File: src/rtl/simon_pkg.sv
// Shared types for the Simon Says game-flow controller: colour encoding
// and the sequencer state set.
package simon_pkg;

    typedef logic [1:0] colour_t;

    localparam colour_t RED    = 2'd0;
    localparam colour_t GREEN  = 2'd1;
    localparam colour_t BLUE   = 2'd2;
    localparam colour_t YELLOW = 2'd3;

    typedef enum logic [2:0] {
        IDLE,
        EXTEND,
        SHOW_ON,
        SHOW_GAP,
        INPUT,
        LOSE,
        WIN
    } state_t;

endpackage

File: src/rtl/simon_seq_mem.sv
// Pattern store: 2-bit register file, one synchronous write port and one
// asynchronous read port. Contents are not reset.
module simon_seq_mem
    import simon_pkg::*;
#(
    parameter int MAX_LEN = 16,
    parameter int LENW    = $clog2(MAX_LEN + 1)
) (
    input  logic            clk,
    input  logic            we,
    input  logic [LENW-1:0] waddr,
    input  colour_t         wdata,
    input  logic [LENW-1:0] raddr,
    output colour_t         rdata
);

    // Depth covers the whole index range so every counter value is a legal
    // address; entries at or beyond MAX_LEN are simply never written.
    colour_t mem [0:(1 << LENW) - 1];

    always_ff @(posedge clk) begin
        if (we) begin
            mem[waddr] <= wdata;
        end
    end

    assign rdata = mem[raddr];

endmodule

File: src/rtl/simon_sequencer.sv
// Simon Says game-flow controller: grows the pattern each round, plays it
// back on the LEDs, then checks the player's presses against it.
module simon_sequencer
    import simon_pkg::*;
#(
    parameter int MAX_LEN     = 16,
    parameter int SHOW_CYCLES = 4,
    parameter int GAP_CYCLES  = 2,
    parameter int LENW        = $clog2(MAX_LEN + 1)
) (
    input  logic            clk,
    input  logic            rst,
    input  logic            start,
    input  logic [1:0]      rand_in,
    input  logic            btn_valid,
    input  logic [1:0]      btn,
    output logic            led_valid,
    output logic [1:0]      led,
    output logic            await_input,
    output logic [LENW-1:0] round,
    output logic            game_over,
    output logic            win
);

    localparam int TMAX = (SHOW_CYCLES > GAP_CYCLES) ? SHOW_CYCLES : GAP_CYCLES;
    localparam int TW   = $clog2(TMAX + 1);

    state_t          state, state_n;
    logic [LENW-1:0] len, len_n;
    logic [LENW-1:0] idx, idx_n;
    logic [TW-1:0]   timer, timer_n;
    colour_t         led_q, led_n;
    logic [LENW-1:0] rd_addr;
    colour_t         rd_data;
    logic            we;

    // The read port looks one step ahead so led can be loaded on the same
    // edge that enters SHOW_ON, keeping led a plain register.
    assign we      = (state == EXTEND);
    assign rd_addr = (state == EXTEND)   ? '0 :
                     (state == SHOW_GAP) ? idx + LENW'(1) : idx;

    simon_seq_mem #(
        .MAX_LEN (MAX_LEN),
        .LENW    (LENW)
    ) u_mem (
        .clk   (clk),
        .we    (we),
        .waddr (len),
        .wdata (rand_in),
        .raddr (rd_addr),
        .rdata (rd_data)
    );

    always_ff @(posedge clk or negedge rst) begin
        if (!rst) begin
            state <= IDLE;
            len   <= '0;
            idx   <= '0;
            timer <= '0;
            led_q <= RED;
        end else begin
            state <= state_n;
            len   <= len_n;
            idx   <= idx_n;
            timer <= timer_n;
            led_q <= led_n;
        end
    end

    always_comb begin
        state_n = state;
        len_n   = len;
        idx_n   = idx;
        timer_n = timer;
        led_n   = led_q;
        case (state)
            IDLE, LOSE, WIN: begin
                if (start) begin
                    state_n = EXTEND;
                    len_n   = '0;
                end
            end
            EXTEND: begin
                len_n   = len + LENW'(1);
                idx_n   = '0;
                timer_n = '0;
                state_n = SHOW_ON;
                // In the first round mem[0] is being written this very edge.
                led_n   = (len == '0) ? rand_in : rd_data;
            end
            SHOW_ON: begin
                if (timer == TW'(SHOW_CYCLES - 1)) begin
                    timer_n = '0;
                    state_n = SHOW_GAP;
                end else begin
                    timer_n = timer + TW'(1);
                end
            end
            SHOW_GAP: begin
                if (timer == TW'(GAP_CYCLES - 1)) begin
                    timer_n = '0;
                    if (idx == len - LENW'(1)) begin
                        idx_n   = '0;
                        state_n = INPUT;
                    end else begin
                        idx_n   = idx + LENW'(1);
                        led_n   = rd_data;
                        state_n = SHOW_ON;
                    end
                end else begin
                    timer_n = timer + TW'(1);
                end
            end
            INPUT: begin
                if (btn_valid) begin
                    if (btn != rd_data) begin
                        state_n = LOSE;
                    end else if (idx < len - LENW'(1)) begin
                        idx_n = idx + LENW'(1);
                    end else if (len < LENW'(MAX_LEN)) begin
                        state_n = EXTEND;
                    end else begin
                        state_n = WIN;
                    end
                end
            end
            default: state_n = IDLE;
        endcase
    end

    assign led_valid   = (state == SHOW_ON);
    assign led         = led_q;
    assign await_input = (state == INPUT);
    assign round       = len;
    assign game_over   = (state == LOSE);
    assign win         = (state == WIN);

endmodule

File: config.mk
export PLATFORM = sky130hd
export DESIGN_NAME = simon_sequencer
export DESIGN_NICKNAME = d
export VERILOG_FILES = /design/src/rtl/simon_pkg.sv /design/src/rtl/simon_seq_mem.sv /design/src/rtl/simon_sequencer.sv
export SDC_FILE = /design/constraint.sdc
export NUM_CORES = 1
export LEC_CHECK = 0
export CAP_MARGIN = 20
export CORE_MARGIN = 1.5
export CORE_UTILIZATION = 55
export DETAILED_ROUTE_END_ITERATION = 12
export PLACE_DENSITY = 0.81
export SLEW_MARGIN = 25
export SYNTH_ARGS = -nofsm -noshare
export SYNTH_HDL_FRONTEND = slang
export SYNTH_SLANG_ARGS = --single-unit
File: constraint.sdc
create_clock -name clk -period 3.1 [get_ports clk]
set_input_delay 0.93 -clock clk [delete_from_list [all_inputs] [get_ports clk]]
set_output_delay 0.93 -clock clk [all_outputs]
set_load 0.01 [all_outputs]
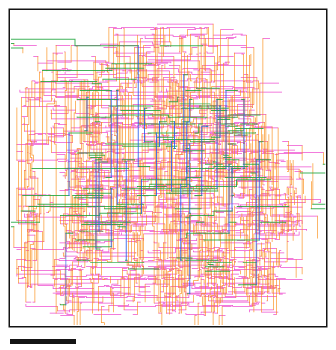
(run_1/metal_stack.png)
Bar = 20 um.
Key: magenta = met1 [wire length 5430 um]; green = met3 [wire length 1090 um]; blue = met4 [wire length 640 um]; orange = met2 [wire length 6750 um]

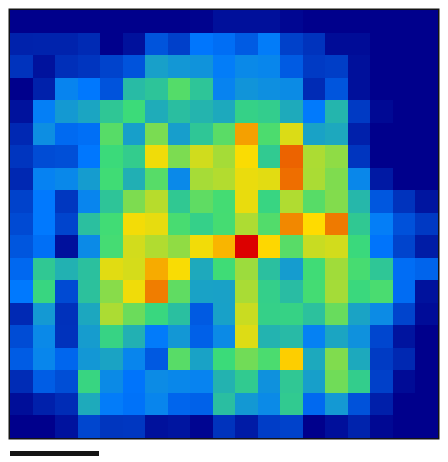
(run_1/wire_density.png)
Bar = 20 um. 19 x 19 tiles, from dark blue (low) to red (high), scaled to the fullest tile. Values are wire area over tile area, all layers added.
14% of the tiles are nearly empty. The emptiest ninth of the die: upper right. The fullest tile reaches 0.82.

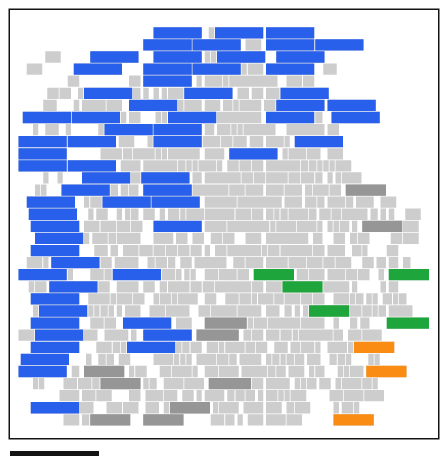
(run_1/registers.png)
Bar = 20 um. Other sequential cells in the stronger grey, the rest of the logic in the fainter grey.
Key: green = idx [sequential cells 5]; blue = u_mem.mem [sequential cells 64]; orange = timer [sequential cells 3]
Another 10 sequential cells are not coloured.

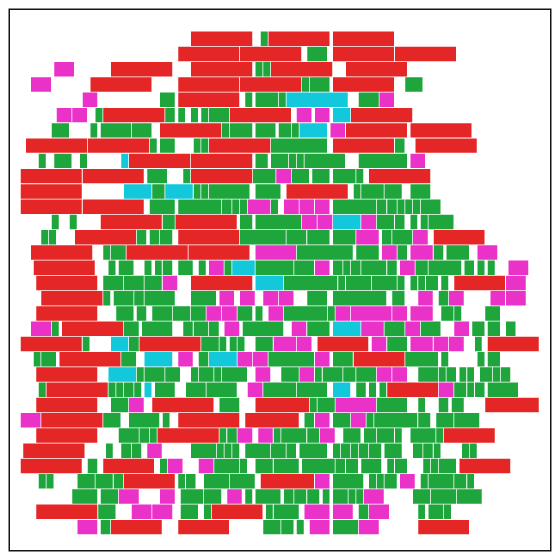
(run_1/cell_classes.png)
Key: cyan = clock drivers and dummy loads [cells 16, share of their area 3.3%]; magenta = other buffers and delay cells [cells 92, share of their area 14%]; green = all other logic [cells 337, share of their area 43%]; red = flops [cells 82, share of their area 40%]

==> README.md, run 1 <==
| Stage | Result | Reported |
| --- | --- | --- |
| worst setup path | Max stage delay cell, worst path | dfrtp_2 |
| sta | Total Neg Setup Slack | -1.40 ns |
| final layout | Leading cell category by total area | logic gates |
| final layout | Highest-count cells in the layout ignoring fill and taps | buf_4, edfxtp_1, nor2_1, nand2_1, clkdlybuf4s50_1 |
| synth | Number of standard cells reported by yosys | 446 |
| synth | Number of instances in the synthesized netlist | 446 |
| sta | Post-route worst setup slack | -0.251 ns |
| cts | Clock-pin slew of the registers on the worst-case setup and hold paths | 0.09 ns |
| outcome | Violated checks | negative setup slack |
| worst setup path | Number of cells on the worst reg-to-reg path | 15 |
| final layout | Fill cell count | 490 |
| final layout | Nets | 546 |
| global routing | Final global-route overflow total | 0 |
| floorplan | Die boundary height | 96.3 um |
| synth | Cell area after technology mapping | 0.00478 mm2 |
| pwr | Relative contribution of the clock network to total power | 11.8% |
| final layout | Fraction of layout cells with a size suffix above 1 | 29.4% |
| placement | Inst Count DP | 599 |
| worst setup path | Reg-to-reg slack, setup | -0.25 ns |
| synth | Synth async-reset ratio | 22.0% |
| cts | Root buffer cell | clkbuf_8 |
| cts | Maximum level of the CTS H-tree | 3 |
| sta | Final setup vio count | 8 |
| synth | Yosys xor share | 0.916% |
| placement | DP Wirelength | 8810 um |
| synth | Mux frac, synth | 6.85% |
| worst setup path | Critical path's most frequent cell | buf_4 |
| global routing | Tot GR Track Use | 30.9% |
| final layout | Ant diodes | 0 |
| pwr | Switching power share of the total | 44.0% |
| sta | Ratio of final minimum period to clock period | 108% |
| worst setup path | Arrival time worst endpoint | 3.66 ns |
| worst setup path | Stages on the worst setup path | 15 |
| final layout | Flop area | 0.00238 mm2 |
| floorplan | Tap cells | 105 |
| final layout | Non-clock buffers | 92 |
| synth | Area figure in the yosys stat output | 0.00478 mm2 |
| synth | Sequential cell area fraction in the yosys report | 49.6% |
| flow run | # Max-Cap Violations | 0 |
| final layout | Flip-flop count of the largest register, all copies and words added | 64 |
| sta | Count of pins over their slew limit | 0 |
| worst setup path | Critical path launch point | state[0]$_DFFE_PN0P_ |
| synth | Count of different cell masters after synthesis | 67 |
| global routing | Pin count of the biggest net entering global routing | 21 |
| floorplan | Chip Area | 0.00927 mm2 |
| routing | Detail-routed net length per standard cell | 22.0 um |
| cts | CTS Buf Count | 9 |
| placement | I/O Buffers | 18 |
| final layout | # clk buffers | 9 |
| hold path | Instance count along the most critical hold path | 2 |
| synth | Yosys warns | 0 |
| global routing | Vias in the first global route | 4046 |
| final layout | Sequential fraction of total cell area | 39.2% |
| placement | Routability cong. | 0.941 |
| placement | Post-place setup slack | -0.258 ns |
| pwr | Register share of total power | 20.4% |
| worst setup path | Critical path data required time | 3.41 ns |
| hold path | Hold wc startpoint | led[1]$_DFFE_PN0P_ |
| final layout | Multi-input logic portion of the cell area | 41.2% |
| synth | Post-synthesis adder-cell area fraction | 4.19% |
| outcome | Result of the run | finished with violations |
| sta | RSZ-0062 raised after global routing | yes |
| floorplan | Number of top-level pins | 19 |
| cts | Clock sinks | 82 |
| worst setup path | Critical path startpoint category | flop |
| pwr | Maximum vdd ir drop | 0.569 mV |
| cts | Largest buffer count on any clock path | 2 |
| synth | Synthesized net count | 470 |
| synth | Complex Gates by Area | 17.4% |
| worst setup path | End of the worst register-to-register path | idx[2]$_DFFE_PN0P_ |
| pwr | Static power due to leakage | 2.34 nW |
| worst setup path | Crit-path leading delay family | AND-OR/OR-AND gates |
| routing | Pre-antenna DRT Iters | 5 |
| pwr | Cell internal pwr | 3.85 mW |
| cts | Worst-Skew Late Latency | 0.36 ns |
| sta | Transition at the pin with the smallest max-transition slack | 0.886 ns |
| final layout | Final clock-cell share | 3.28% |
| pwr | Pwr Density | 1130 mW/mm2 |
| final layout | Seq cells | 82 |
## run 1: per-stage QoR
| stage | hold slack (ns) | area [um2] | utilization [%] | total power, mW |
|---|---|---|---|---|
| after floorplan | 0.512 | 4810 | - | 3.79 |
| after global placement | 0.471 | 5440 | 65.6 | 4.91 |
| after detailed placement | 0.475 | 5440 | 65.6 | 5.03 |
| after CTS | 0.494 | 5840 | 70.4 | 6.20 |
| after global routing | 0.545 | 6070 | 73.2 | 7.18 |
| final | 0.493 | 6070 | 73.2 | 6.88 |
## run 1: power by group through the flow
stage	combinational (mW)	sequential [mW]	clock [mW]
4_1_cts	4.01	1.39	0.800
3_3_place_gp	3.50	1.41	0
2_1_floorplan	2.40	1.39	0
5_1_grt	4.91	1.42	0.847
3_5_place_dp	3.61	1.42	0
6_report	4.66	1.40	0.809
## run 1: synth_stat cells, types with 6 or more instances
master / n / area (um2)
edfxtp_1: 64 / 1920
nor2_1: 57 / 214
nand2_1: 49 / 184
dfrtp_1: 18 / 450
mux2i_1: 17 / 170
o21ai_0: 17 / 85.1
ha_1: 16 / 200
inv_1: 16 / 60.1
a21oi_1: 15 / 75.1
clkbuf_1: 14 / 52.6
mux2_2: 10 / 113
nand3_1: 10 / 50.1
nor3_1: 9 / 45.0
buf_2: 8 / 40.0
a211oi_1: 7 / 52.6
a31oi_1: 6 / 37.5
nand2b_1: 6 / 37.5
## run 1: repair_timing
item,CTS,global route
hold buffers,0,0
buffers inserted,12,10
pin swaps,9,22
gates resized,24,41
setup endpoints to repair,8,10
## run 1: metal layers
metal  share of wire (%)  GRT usage [%]  wire length (um)  vias to the layer above
met3                 7.9           6.87              1090                       66
met1                  39           40.1              5430                     2002
li1                    -              -                 -                     1834
met5                   0              0                 0                        -
met2                  49           49.8              6750                      257
met4                 4.6           13.5               639                        0
==> run 2: changes to the inputs <==
- SETUP_SLACK_MARGIN: not set -> 0.02
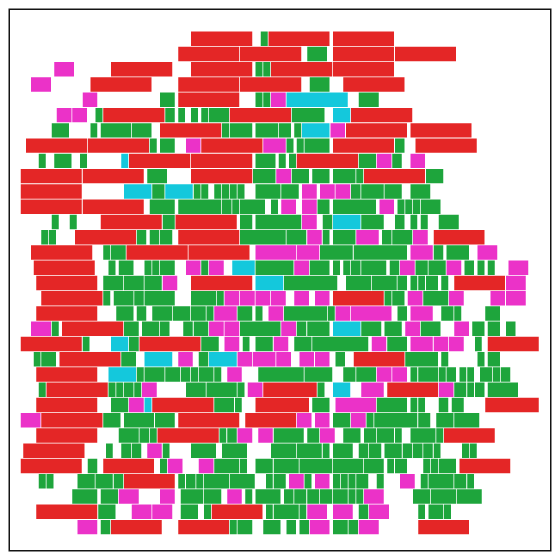
(run_2/cell_classes.png)
Key: magenta = other buffers and delay cells [cells 101, share of their area 15%]; cyan = clock drivers and dummy loads [cells 16, share of their area 3.3%]; red = flops [cells 82, share of their area 40%]; green = all other logic [cells 337, share of their area 42%]

==> run 2 against run 1 <==
  * The flow still finishes with violations (negative setup slack)
  * Combinational power rose by 2%
  * Routed wire length rose by 5.0%
  * Maximum frequency fell by 5.2%
  * Highest routed layer unchanged
  * Sequential cell count did not move
  * Design area barely moved
  * Largest cell class unchanged
  * Count of clock-buffer cells in the layout did not move
  * Sequential share of layout area barely moved
  * Critical path depth fell by 2
  * Register-to-register slack got worse by 0.18 ns
==> README.md, run 2 <==
| Stage | Result | Reported |
| --- | --- | --- |
| worst setup path | End of the worst register-to-register path | idx[2]$_DFFE_PN0P_ |
| synth | Dominant combinational family | AND-OR/OR-AND gates |
| worst setup path | Arrival time worst endpoint | 3.84 ns |
| final layout | Final cell area excluding filler cells | 0.00607 mm2 |
| synth | Leading register cell type out of synthesis | edfxtp_1 |
| global routing | Number of antenna violations at the first check in global routing | 0 |
| sta | RSZ-0062 raised after global routing | yes |
| flow run | # Max-Cap Violations | 0 |
| final layout | Most instantiated logic cell after routing | buf_4 |
| sta | Worst clock skew on the final layout | 0.0107 ns |
| synth | Cell area after technology mapping | 0.00478 mm2 |
| floorplan | Row cnt | 33 |
| synth | Mux frac, synth | 6.85% |
| hold path | Sink of the worst hold path | led[1]$_DFFE_PN0P_ |
| routing | Pre-antenna DRT Iters | 5 |
| synth | Area figure in the yosys stat output | 0.00478 mm2 |
| final layout | Flip-flop count of the largest register, all copies and words added | 64 |
| floorplan | Number of top-level pins | 19 |
| final layout | Ant diodes | 0 |
| pwr | Seq. pwr | 1.41 mW |
| worst setup path | Critical path's most frequent cell | buf_6 |
| worst setup path | Largest fanout of any net on the critical path | 15 |
| synth | Post-synthesis adder-cell area fraction | 4.19% |
| sta | Shortest period the worst path allows | 3.53 ns |
| pwr | Relative contribution of the clock network to total power | 11.6% |
| hold path | Hold wc startpoint | led[1]$_DFFE_PN0P_ |
| pwr | Proportion of power drawn by combinational gates | 68.2% |
| worst setup path | Capture point of the worst path | idx[2]$_DFFE_PN0P_ |
| sta | Final-report hold violation count | 0 |
| flow run | Tool Warnings | 36 |
| cts | Worst-Skew Late Latency | 0.36 ns |
| routing | DR vias | 4320 |
| worst setup path | Worst setup path category | reg2reg |
| sta | Highest attainable clock frequency | 283 MHz |
| pwr | Pwr Density | 1150 mW/mm2 |
| pwr | Cell internal pwr | 3.89 mW |
| floorplan | Die boundary width | 96.3 um |
| synth | Yosys xor share | 0.916% |
| pwr | Comb. pwr | 4.76 mW |
| synth | Biggest area contributors in the synthesized netlist | edfxtp_1, dfrtp_1, nor2_1, ha_1, nand2_1 |
| synth | List of most frequent post-synthesis cells | edfxtp_1, nor2_1, nand2_1 |
| synth | Flip-flops with a built-in enable | 64 |
| global routing | Tot GR Track Use | 31.1% |
| floorplan | Die boundary height | 96.3 um |
| synth | Yosys warns | 0 |
| synth | Number of instances in the synthesized netlist | 446 |
| placement | I/O Buffers | 18 |
| worst setup path | Sequence of cells on the critical path | and3b_1, buf_12, nor2_1, nor3_1, o32ai_2, a2111oi_4, o31ai_4, buf_6, a221oi_4, buf_4, buf_6, mux2_4, nand2_1 |
| sta | Ratio of final minimum period to clock period | 114% |
| routing | DRT antenna net count | 0 |
| synth | Registers, synthesis | 82 |
| global routing | Pin count of the biggest net entering global routing | 21 |
| worst setup path | Buf+Inv Stages, Crit Path | 4 |
| worst setup path | Max stage delay cell, worst path | dfrtp_2 |
| sta | Transition at the pin with the smallest max-transition slack | 0.878 ns |
| final layout | Highest-count cells in the layout ignoring fill and taps | buf_4, edfxtp_1, nor2_1, nand2_1, clkdlybuf4s50_1 |
| cts | CTS hold repair buffers | 0 |
| placement | Placed instance area | 0.00544 mm2 |
| pwr | Switching pwr | 3.09 mW |
| global routing | Wire length of the first global-routing pass | 20900 um |
| floorplan | Core utilization at floorplan | 57.6% |
| worst setup path | Stages on the worst setup path | 13 |
| routing | Number of remaining DRC errors | 0 |
| synth | Post-Synthesis Mean Instance Area | 10.7 um2 |
| pwr | Static power due to leakage | 2.35 nW |
| synth | Count of different cell masters after synthesis | 67 |
| final layout | Register with the most flip-flops | u_mem.mem |
| pwr | Switching power share of the total | 44.2% |
| worst setup path | Critical register-to-register path startpoint | state[0]$_DFFE_PN0P_ |
| sta | Max-slew headroom | 41.3% |
| worst setup path | Critical path launch point | state[0]$_DFFE_PN0P_ |
| global routing | Vias in the first global route | 4030 |
| synth | Dominant cell area share | 40.2% |
| synth | Synthesized net count | 470 |
| worst setup path | Critical path startpoint category | flop |
| routing | Aggregate routed wire length | 14600 um |
| sta | Final setup vio count | 10 |
| cts | Root buffer cell | clkbuf_8 |
| synth | Dominant cell by count in the synthesized netlist | edfxtp_1 |
| cts | Clock sinks | 82 |
| synth | Sequential cell area fraction in the yosys report | 49.6% |
| final layout | Fraction of layout cells with a size suffix above 1 | 29.1% |
| synth | Complex Gates by Area | 17.4% |
| cts | Clock-pin slew of the registers on the worst-case setup and hold paths | 0.09 ns |
| synth | Number of standard cells reported by yosys | 446 |
| outcome | Result of the run | finished with violations |
| worst setup path | Largest stage delay on the critical path | 0.50 ns |
| placement | Routability cong. | 0.941 |
| worst setup path | Worst setup EP type | flop |
| worst setup path | Critical path data required time | 3.41 ns |
| synth | Post-synthesis share of cell area spent on and, or, nand and nor gates | 17.0% |
| floorplan | Core outline area | 0.00830 mm2 |
| global routing | Final global-route overflow total | 0 |
| hold path | Instance count along the most critical hold path | 2 |
| cts | CTS tree | done |
| final layout | Nets | 555 |
| final layout | Area added between synthesis and finish | 26.9% |
| outcome | Violated checks | negative setup slack |
| sta | Final Hold Slack | 0.490 ns |
| floorplan | Chip Area | 0.00927 mm2 |
| sta | Count of pins over their slew limit | 0 |
| placement | DP Wirelength | 8810 um |
| synth | Cell type with the largest total area after synthesis | edfxtp_1 |
| hold path | Min-delay worst type | reg2reg |
| cts | Maximum level of the CTS H-tree | 3 |
| worst setup path | Reg-to-reg slack, setup | -0.43 ns |
| cts | Largest buffer count on any clock path | 2 |
| routing | Detailed router's first-iteration violation count | 462 |
| pwr | Top power consumer group | combinational cells |
| sta | Post-route worst setup slack | -0.435 ns |
| worst setup path | Number of cells on the worst reg-to-reg path | 13 |
| pwr | Total chip power | 6.98 mW |
| cts | CTS Buf Count | 9 |
| synth | Synth async-reset ratio | 22.0% |
| pwr | Register share of total power | 20.1% |
| routing | Detailed-route vias per instance | 6.74 |
| worst setup path | Crit-path leading delay family | AND-OR/OR-AND gates |
| pwr | Maximum vdd ir drop | 0.589 mV |
| pwr | Power in the clock group | 812 uW |
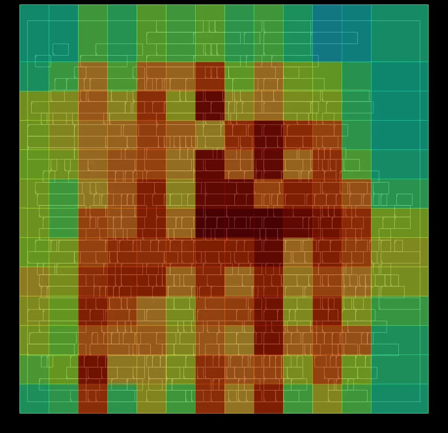
(run_2/final_congestion.png)
Core Util, Final: 73.1%
met1 usage in global routing: 40.5%
global-route met2 utilization: 50.4%
detail-routed net length per standard cell: 22.8 um

[run 2: cell count changes in the layout (fill, tap and decap cells not counted), sizes merged]
cell,change
buf,+9
clkdlybuf4s50,+1
dlymetal6s2s,-1
[run 2: logic make-up (layout without fill, tap and decap cells)]
logic type,after synthesis,count (layout)
simple gates,165,165
fa+ha+maj,16,16
compound gates,106,106
mux,29,29
buf+inv,43,133
flops,82,82
xor+xnor,5,5
[run 2: worst register-to-register path, stage by stage (launching register included)]
cell and delay, ns:
dfrtp_2 0.50, and3b_1 0.32, buf_12 0.18, nor2_1 0.09, nor3_1 0.50, o32ai_2 0.25, a2111oi_4 0.45, o31ai_4 0.13
buf_6 0.13, a221oi_4 0.29, buf_4 0.18, buf_6 0.11, mux2_4 0.29, nand2_1 0.05
[run 2: area by class of cell]
type                            instances  area (um2)
Sequential cell                        82        2380
Fill cell                             488        2230
Tap cell                              105         131
Inverter                               16        60.1
Timing Repair Buffer                  101         875
Multi-Input combinational cell        321        2430
Clock buffer                            9         124
Clock inverter                          7        75.1
[run 2: through the flow]
stage                     util [%]  setup TNS (ns)  worst slack (ns)  instances
after CTS                     70.5          -0.444            -0.119        626
after detailed placement      65.6           -1.43            -0.258        599
after global routing          73.1           -3.77            -0.541        641
after floorplan                  -          -0.293           -0.0721        446
after global placement        65.6          -0.918            -0.159        599
final                         73.1           -2.76            -0.435        641
[run 2: metal layers]
| layer | wire length, um | track usage (%) |
|---|---|---|
| met4 | 775 | 12.4 |
| met2 | 6890 | 50.4 |
| met3 | 1500 | 6.79 |
| met1 | 5440 | 40.5 |
| met5 | 0 | 0 |
[run 2: what timing repair did]
action | 4_1_cts | 5_1_grt
setup endpoints to repair | 8 | 11
buffers inserted | 12 | 18
pin swaps | 10 | 18
resized | 26 | 27
Power figures rest on the tool's default switching activity, not on a simulated workload.
